`src/rtl/ball_ctrl.sv`:
```
// Breakout ball sequencer: per-frame move, wall/paddle reflection, brick query, serve and lives.
// Registered outputs; a move returns to MOVE no sooner than 4 cycles after the tick, and stalls in WAIT until brick_done.
module ball_ctrl #(
    parameter int SCREEN_W  = 320,
    parameter int SCREEN_H  = 240,
    parameter int WALL      = 8,
    parameter int BALL_SIZE = 4,
    parameter int PADDLE_Y  = 224,
    parameter int PADDLE_W  = 32,
    parameter int STEP      = 2,
    parameter int LIVES     = 3
) (
    input  logic       clk,
    input  logic       reset,
    input  logic       frame_tick,
    input  logic       launch,
    input  logic [8:0] paddle_x,
    input  logic       brick_done,
    input  logic       brick_hit,
    output logic [8:0] ball_x,
    output logic [7:0] ball_y,
    output logic       dir_x,
    output logic       dir_y,
    output logic       check_req,
    output logic       life_lost,
    output logic [1:0] lives,
    output logic       game_over
);

    localparam logic [9:0] LEFT      = 10'(WALL);
    localparam logic [9:0] TOP       = 10'(WALL);
    localparam logic [9:0] RIGHT     = 10'(SCREEN_W - WALL - BALL_SIZE);
    localparam logic [9:0] REST      = 10'(PADDLE_Y - BALL_SIZE);
    localparam logic [9:0] FLOOR     = 10'(SCREEN_H - BALL_SIZE);
    localparam logic [9:0] STEP_W    = 10'(STEP);
    localparam logic [9:0] PAD_W     = 10'(PADDLE_W);
    localparam logic [9:0] BALL_W    = 10'(BALL_SIZE);
    localparam logic [9:0] SERVE_OFS = 10'(PADDLE_W / 2 - BALL_SIZE / 2);
    localparam logic [9:0] START_X   = 10'(SCREEN_W / 2 - BALL_SIZE / 2);

    typedef enum logic [2:0] {
        S_SERVE, S_MOVE, S_EDGE, S_REQ, S_WAIT, S_LOST, S_OVER
    } state_t;

    state_t     state_q, state_d;
    logic [8:0] ball_x_q, ball_x_d;
    logic [7:0] ball_y_q, ball_y_d;
    logic       dir_x_q, dir_x_d;
    logic       dir_y_q, dir_y_d;
    logic       check_req_q, check_req_d;
    logic       life_lost_q, life_lost_d;
    logic [1:0] lives_q, lives_d;
    logic       game_over_q, game_over_d;

    logic [9:0] x_w, y_w, px_w, nx, ny;
    logic       unused_hi_bits;

    assign x_w  = {1'b0, ball_x_q};
    assign y_w  = {2'b00, ball_y_q};
    assign px_w = {1'b0, paddle_x};
    assign unused_hi_bits = ^{nx[9], ny[9:8]};

    always_comb begin
        state_d     = state_q;
        nx          = x_w;
        ny          = y_w;
        dir_x_d     = dir_x_q;
        dir_y_d     = dir_y_q;
        check_req_d = 1'b0;
        life_lost_d = 1'b0;
        lives_d     = lives_q;
        game_over_d = game_over_q;

        case (state_q)
            S_SERVE: begin
                nx = px_w + SERVE_OFS;
                ny = REST;
                if (frame_tick && launch) begin
                    dir_x_d = 1'b1;
                    dir_y_d = 1'b0;
                    state_d = S_MOVE;
                end
            end
            S_MOVE: begin
                if (frame_tick) begin
                    if (!dir_x_q) begin
                        if (x_w <= LEFT + STEP_W) begin
                            nx      = LEFT;
                            dir_x_d = 1'b1;
                        end else begin
                            nx = x_w - STEP_W;
                        end
                    end else if (x_w + STEP_W >= RIGHT) begin
                        nx      = RIGHT;
                        dir_x_d = 1'b0;
                    end else begin
                        nx = x_w + STEP_W;
                    end
                    // Downward motion is unclamped so a missed ball can reach FLOOR.
                    if (!dir_y_q) begin
                        if (y_w <= TOP + STEP_W) begin
                            ny      = TOP;
                            dir_y_d = 1'b1;
                        end else begin
                            ny = y_w - STEP_W;
                        end
                    end else begin
                        ny = y_w + STEP_W;
                    end
                    state_d = S_EDGE;
                end
            end
            S_EDGE: begin
                if (dir_y_q && (y_w >= REST) && (y_w < REST + STEP_W) &&
                    (x_w + BALL_W > px_w) && (x_w < px_w + PAD_W)) begin
                    ny      = REST;
                    dir_y_d = 1'b0;
                    state_d = S_REQ;
                end else if (y_w >= FLOOR) begin
                    state_d = S_LOST;
                end else begin
                    state_d = S_REQ;
                end
            end
            S_REQ: begin
                check_req_d = 1'b1;
                state_d     = S_WAIT;
            end
            S_WAIT: begin
                if (brick_done) begin
                    if (brick_hit) dir_y_d = ~dir_y_q;
                    state_d = S_MOVE;
                end
            end
            S_LOST: begin
                lives_d = lives_q - 2'd1;
                if (lives_q == 2'd1) begin
                    game_over_d = 1'b1;
                    state_d     = S_OVER;
                end else begin
                    life_lost_d = 1'b1;
                    state_d     = S_SERVE;
                end
            end
            S_OVER: begin
            end
            default: state_d = S_SERVE;
        endcase

        ball_x_d = nx[8:0];
        ball_y_d = ny[7:0];
    end

    always_ff @(posedge clk or posedge reset) begin
        if (reset) begin
            state_q     <= S_SERVE;
            ball_x_q    <= START_X[8:0];
            ball_y_q    <= REST[7:0];
            dir_x_q     <= 1'b1;
            dir_y_q     <= 1'b0;
            check_req_q <= 1'b0;
            life_lost_q <= 1'b0;
            lives_q     <= 2'(LIVES);
            game_over_q <= 1'b0;
        end else begin
            state_q     <= state_d;
            ball_x_q    <= ball_x_d;
            ball_y_q    <= ball_y_d;
            dir_x_q     <= dir_x_d;
            dir_y_q     <= dir_y_d;
            check_req_q <= check_req_d;
            life_lost_q <= life_lost_d;
            lives_q     <= lives_d;
            game_over_q <= game_over_d;
        end
    end

    assign ball_x    = ball_x_q;
    assign ball_y    = ball_y_q;
    assign dir_x     = dir_x_q;
    assign dir_y     = dir_y_q;
    assign check_req = check_req_q;
    assign life_lost = life_lost_q;
    assign lives     = lives_q;
    assign game_over = game_over_q;

endmodule

```
`config.mk`:
```
export PLATFORM = sky130hd
export DESIGN_NAME = ball_ctrl
export DESIGN_NICKNAME = d
export VERILOG_FILES = /design/src/rtl/ball_ctrl.sv
export SDC_FILE = /design/constraint.sdc
export NUM_CORES = 1
export LEC_CHECK = 0
export CORE_UTILIZATION = 56
export DETAILED_ROUTE_END_ITERATION = 8
export PLACE_DENSITY = 0.81
export SLEW_MARGIN = 20
export SYNTH_ARGS = -nofsm -noshare
export SYNTH_HDL_FRONTEND = slang
export SYNTH_SLANG_ARGS = --single-unit
```
`constraint.sdc`:
```
create_clock -name clk -period 3.55 [get_ports clk]
set_input_delay 0.5325 -clock clk [delete_from_list [all_inputs] [get_ports clk]]
set_output_delay 0.5325 -clock clk [all_outputs]
set_load 0.02 [all_outputs]
```
layers.png
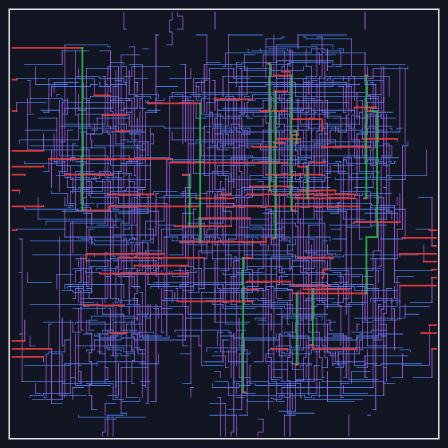
- green: M4 (wire length 238 µm)
- red: M3 (wire length 495 µm)
- purple: M2 (wire length 3810 µm)
- blue: M1 (wire length 3410 µm)
final wirelength: 7949 µm
Total Routing Usage GR: 30.90%
DR WL/cell: 17.47 µm
DR vias: 2889

pinout.png
Pins as bars across the die edge, other pins in gray.
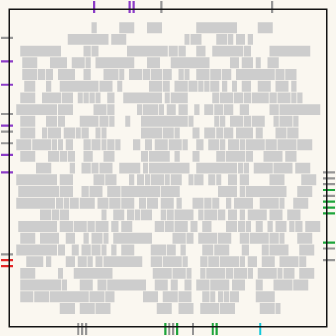
- purple: ball_y (pins 8; direction output; edge 5 left, 3 top)
- green: paddle_x (pins 9; direction input; edge 5 right, 4 bottom)
- cyan: reset (pins 1; direction input; edge bottom)
- red: lives (pins 2; direction output; edge left)
Die Height: 73.48 µm
die width: 73.48 µm

ff_map.png
Other sequential cells in the stronger gray, the rest of the logic in the fainter gray.
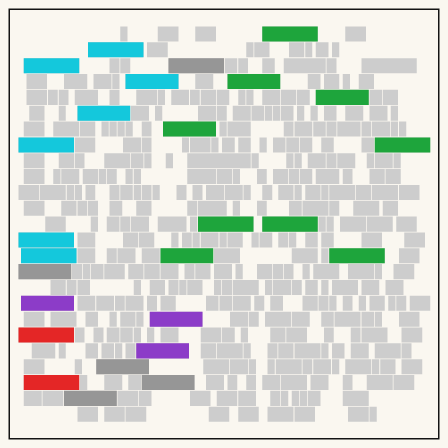
- purple: state_q (placed flops 3)
- red: lives (placed flops 2)
- green: ball_x (placed flops 9)
- cyan: ball_y (placed flops 7)
- not colored: 5
Final Util: 69.09%
sequential power: 721 µW

==> flow_metrics.py <==
# Metrics from the implementation run
metrics = {
    "status": {
        "status": "finished clean",
    },
    "global_routing": {
        "grt_pass1_wl_um": 12970,
        "grt_busiest_layer": "met2",
        "antenna_found_initial": 0,
        "gr-total-overflow": 0,
    },
    "layout": {
        "final_area_mm2": 0.003328,
        "layout.nets": 433,
        "regArea_um2": 666.9,
        "nFillCells": 427,
        "combGateArea_mm2": 0.001967,
        "layout_top_cells": "clkdlybuf4s50_1, nand2_1, ha_1, inv_1, nor2_1",
        "layout.cells.most_common": "clkdlybuf4s50_1",
        "diodes": 0,
        "area_growth_pct": 16.31,
    },
    "final_timing": {
        "finalHoldViolations": 0,
        "rsz0062_at_grt": "no",
        "setup_tns_ns": 0,
        "worstMarginPinSlew_ns": 0.6894,
    },
    "clock_network": {
        "cts_hold_buf": 0,
        "cts_root_buffer": "clkbuf_8",
    },
    "place": {
        "dpl.hpwl_um": 5931,
        "port_buffers": 37,
        "placed_cells": 451,
    },
    "flow_run": {
        "warning_count": 34,
    },
    "setup_path": {
        "r2r_cells": 10,
        "cp-start-kind": "flip-flop",
        "cpMostUsedCell": "ha_1",
        "cp_top_family": "AND-OR/OR-AND gates",
        "crit_type": "reg -> reg",
        "cp_num_buf_inv": 2,
        "worstPathMaxFanout": 7,
        "reg2reg_slack_ns": 0.36,
    },
    "yosys": {
        "syn-num-nets": 403,
        "edf_count": 0,
        "top_cells_by_area": "ha_1, dfstp_2, dfrtp_1, xnor2_1, nand2_1",
        "synthTopCellsByCount": "nand2_1, ha_1, inv_1",
        "synth.most_common_cell": "nand2_1",
        "top_area_share_pct": 12.68,
        "ys_types": 62,
        "yosys_area_mm2": 0.002861,
        "yosysWarnings": 0,
        "yosys.area.top_type": "ha_1",
        "ys_async_sr_fraction_pct": 100.0,
        "synth_area_mm2": 0.002861,
    },
    "die": {
        "core_mm2": 0.004817,
    },
    "power": {
        "leakagePower_nw": 1.371,
        "power_density_mw_per_mm2": 885.6,
    },
    "routing": {
        "ant_nets": 0,
        "drc": 0,
        "dr.pass1.iters": 6,
        "drt_iter0_markers": 452,
        "vias_per_cell": 6.349,
    },
    "hold_path": {
        "min_path_type": "reg -> reg",
    },
}
gates.png
Bar = 20 µm.
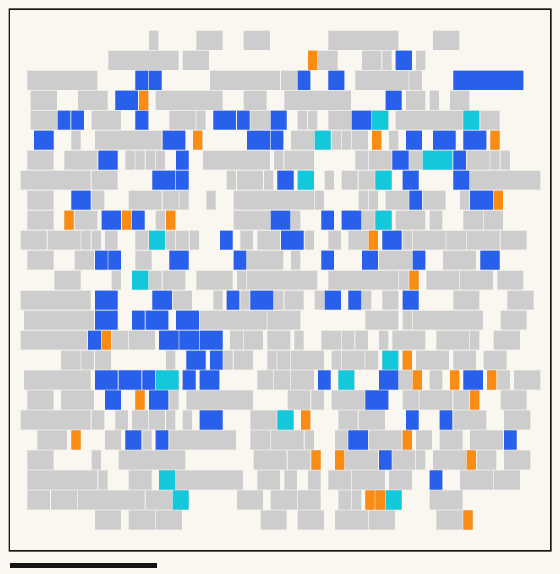
- orange: inv cells (cells 27; where spread over the die)
- blue: aoi and oai cells (cells 87)
- cyan: and/or cells (cells 16)
logic share of the area: 59.10%
final std cells w/o fill: 455

clock_nets.png
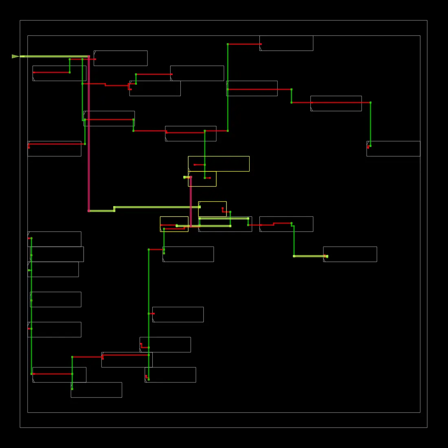
Final Skew: 0.006392 ns
clk_lat worst skew: 0.28 ns
flip-flops: 26

worst max path at each step:
stage                     start         to  slack (ns)  cells after the start
global route          ball_x[3]  ball_y[1]        0.21                     10
finish                ball_x[3]  ball_y[1]        0.36                     10
detailed placement  paddle_x[7]  ball_y[1]        0.19                     10
global placement    paddle_x[5]  ball_y[1]        0.31                     10
CTS                   ball_x[3]  ball_y[1]        0.39                     10
floorplan             ball_x[7]  ball_y[1]        0.60                     11
per-layer routing:
layer	routed length [µm]	vias to the layer above
li1	-	1372
met1	3409	1352
met2	3807	139
met3	495	26
met4	238	0
met5	0	-
kinds of logic after synthesis:
group                      count (synthesis)  synth area share [%]
AOI/OAI and AO/OA                        102                 25.58
buffers and inverters                     48                 7.958
other                                      1                0.1311
muxes                                      6                 2.230
adders and majority gates                 29                 12.68
and+or+nand+nor                          126                 21.69
xor gates and xnor gates                  21                 6.427
DFF                                       26                 23.31
registers in the layout (all words and copies together), names as in the netlist:
| signal | count |
|---|---|
| ball_x | 9 |
| ball_y | 7 |
| check_req | 1 |
| dir_x | 1 |
| dir_y | 1 |
| game_over | 1 |
| life_lost | 1 |
| lives | 2 |
| state_q | 3 |
cell type report:
class | instances | area share (%)
Timing Repair Buffer | 46 | 13.16
Clock inverter | 1 | 0.9023
Tap cell | 67 | 2.519
Clock buffer | 3 | 1.241
Inverter | 27 | 3.045
Multi-Input combinational cell | 285 | 59.10
Sequential cell | 26 | 20.04
report_power, final:
group	switching (mW)	leakage, nW	total [mW]	internal, mW
Clock	0.103	0.0357	0.254	0.151
Sequential	0.254	0.302	0.721	0.467
Combinational	1.13	1.03	1.97	0.839
Total	1.49	1.37	2.95	1.46
Power figures rest on the tool's default switching activity, not on a simulated workload.
